Design mux3_arbiter, sky130hd; sources not shown.
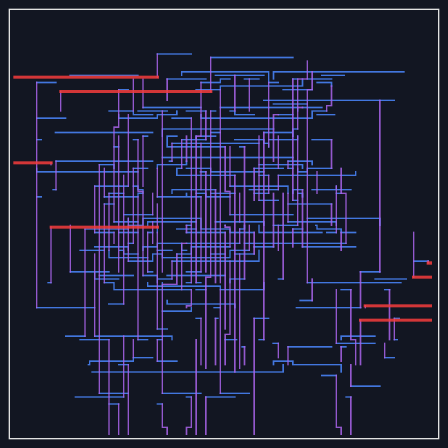
*Routed metal, one colour a layer, run 1*
legend:
  purple:
    layer: metal 2
    wire_length: 758 um
  red:
    layer: metal 3
    wire_length: 56.1 um
  blue:
    layer: metal 1
    wire_length: 661 um
final routed wire length divided by cell count: 13.3 um
total via count after detailed routing: 588
post-detailed-routing wire length: 1.47 mm
Overall Global Routing Usage: 20.2%

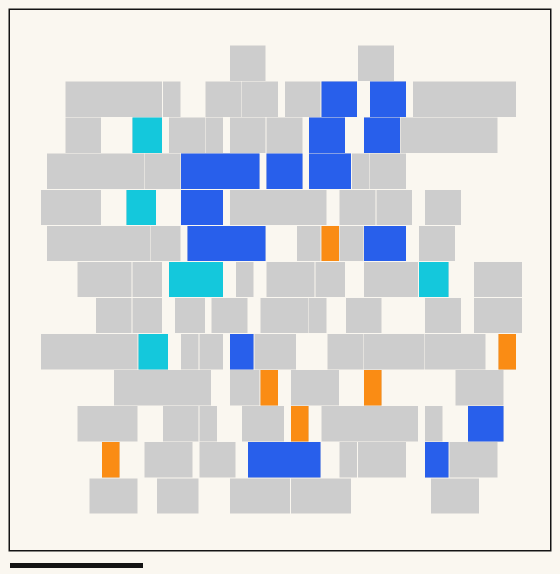
*Gate-type map, run 1*
The bar under the picture is 10 um long.
legend:
  cyan:
    family: AND and OR gates
    cells: 5
  blue:
    family: inverting AOI/OAI gates
    cells: 14
    most_used: a211oi_1
  orange:
    family: inverters
    cells: 6
    most_used: inv_1
Comb area share: 37.5%
most numerous logic cell after layout: buf_4
Post-Layout Cell Count: 111

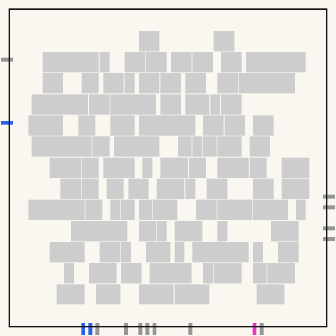
*I/O pins on the die edge, run 1*
Pins as bars across the die edge, other pins in grey.
legend:
  magenta:
    port: y
    pins: 1
    direction: output
    edge: bottom
  blue:
    port: gnt
    pins: 3
    direction: output
    edge: 2 bottom, 1 left
all pins by edge: 10 bottom, 4 right, 2 left
Die X-Extent: 40.7 um
number of buffers inserted by port buffering: 15
chip height: 40.7 um

==> reports/notes.md, run 1 <==
The run finished with clean final reports. For this run, global-route usage on met2 was measured as 36.5%. The number of synthesized register bits works out to 9. The tools report the final layout net count as 107.

The tools report the achievable clock frequency as 563 MHz. Summing the areas of all compound-gate instances in the mapped netlist gives 31.6% of the synthesized area. The run gives 0 for the buffers inserted during post-CTS setup optimization. The number of cell instances after yosys synthesis is 59, and the clock-pin transition on the worst setup and hold timing paths is 0.06 ns.

By startpoint and endpoint, the worst setup path is classified as flop to primary output. The cell type with the highest aggregate area in the netlist is dfxtp_1. Summed over the clock group, the power is 153 uW. The run gives 0.445 ns for the smallest hold slack. The cell-mix breakdown from Yosys lists the simple-gate area share as 22.8%. The area used by sequential logic in the layout is 183 um^2, and the leakage power figure is 0.000439 uW.

In this run switching power makes up 31.4% of total power. The shortest clock period the worst path allows after layout was 1.78 ns; the transition time at the pin with the least slew margin was 0.346 ns. Buffers plus inverters on the worst setup path: 1. The worst slew margin relative to its limit is 76.9%. Across all stage logs, warnings added up to 28. The final weighted congestion in routability-driven placement is 0.785.

With the number of sinks driven by the clock tree at 9, the violation count after the first detailed-routing iteration is 8. For the sequential group, total power comes out at 246 uW. Synthesis instantiated 27 different standard cells from the library. With the met1 routing resource usage after global routing at 21.9%, the count of TritonRoute iterations in the first routing pass is 4. Yosys reports that the leading cell type by area covers 36.1% of the netlist area. The number of vias per cell after detailed routing is 5.30.

Per the OpenROAD floorplan log, the area of the die is 1660 um^2. The post-synth count of flops with an enable pin is 0. Non-clock buffering takes up 33.9% of total cell area after layout. The critical path maximum fanout is 2.

STA classifies the critical path startpoint as a flop. On the worst path, the slowest cell contributes a delay of 0.40 ns. With the core region area at 1280 um^2, the worst IR drop on VDD is 0.488 mV.

The worst register-to-register path depth is 5. Cells with a size suffix above 1 make up 33.3% of the layout. Of all flip-flops after synthesis, the portion carrying an async set or reset was 0%. For the wire length on met1, the log shows 660 um. For the final routed database, the setup TNS stands at 0 ns. For the number of endpoints with negative hold slack in the final report, the log shows 0. In this run, CTS created clock tree buffers numbering 3.

The tools report the cell count after placement as 105. Counting buffers and inverters, the worst setup path is 2 cells deep. The most frequently used flop master after synthesis was dfxtp_1. Relative to the synthesized area, the layout overhead comes to 75.2%.
### Register map, names as in the netlist, run 1

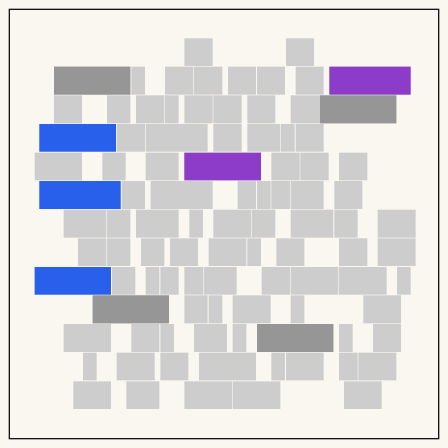

==> run 2, diff against run 1 <==
--- a/config.mk
+++ b/config.mk
@@ -8,6 +8,7 @@
 export CAP_MARGIN = 25
 export CORE_MARGIN = 2
 export CORE_UTILIZATION = 37
+export CTS_BUF_LIST = sky130_fd_sc_hd__clkbuf_8
 export DETAILED_ROUTE_END_ITERATION = 16
 export PLACE_DENSITY_LB_ADDON = 0.12
 export SLEW_MARGIN = 20
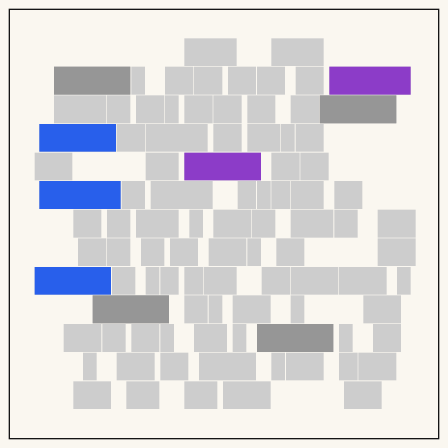
*Register map, names as in the netlist, run 2*
legend:
  blue:
    name_in_the_netlist: gnt
    sequential_cells: 3
  purple:
    name_in_the_netlist: last_q
    sequential_cells: 2
not coloured: 4
sequential share of cell area: 21.1%
sequential-cell power consumption: 246 uW
area taken by flip-flops and latches: 183 um^2
end-of-flow core utilization: 67.4%

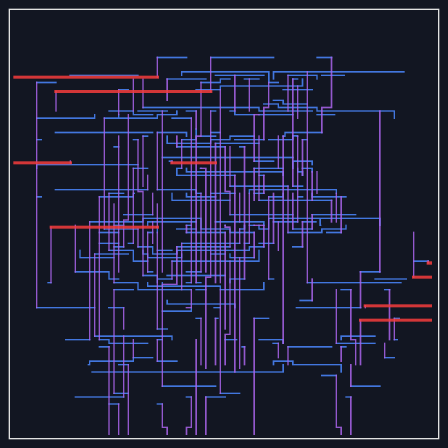
*Routed metal, one colour a layer, run 2*
legend:
  purple:
    layer: metal 2
    wire_length: 730 um
  red:
    layer: metal 3
    wire_length: 62.6 um
  blue:
    layer: metal 1
    wire_length: 620 um
total via count after detailed routing: 577
Overall Global Routing Usage: 20.3%

==> reports/notes.md, run 2 <==
Before antenna repair, the detailed router went through 4 iterations. Cells with a size suffix above 1 make up 31.9% of the layout. The number of unique standard cell types used by synthesis is 27, and the met1 routing resource usage after global routing is 21.2%. Hold-check failures listed in the final report amount to 0. The worst-case max-slew headroom was logged as 77.2%.

The run finished with clean final reports. After synthesis, the share of flip-flops with an asynchronous set or reset is 0%. The number of buffers created by CTS was 3; the core region area was 1280 um^2.

The count of buffers inserted at the top-level ports came out at 15. The die is 40.7 um wide. With the violation count after the first detailed-routing iteration at 6, the cell count after placement is 105.

The die covers 1660 um^2. The wire length on met1 is 620 um, and the number of warnings the tools reported is 27. The tools report the buffers inserted during post-CTS setup optimization as 0.

With the compound-cell area share of the yosys netlist at 31.6%, the final layout net count is 105. The report shows a maximum critical-path fanout of 4. The synthesis stat section lists a flop and latch total of 9.

Die boundary height: 40.7 um. After the flow finishes, the layout carries non-filler instances totaling 109.
Power and IR drop assume default switching activity.
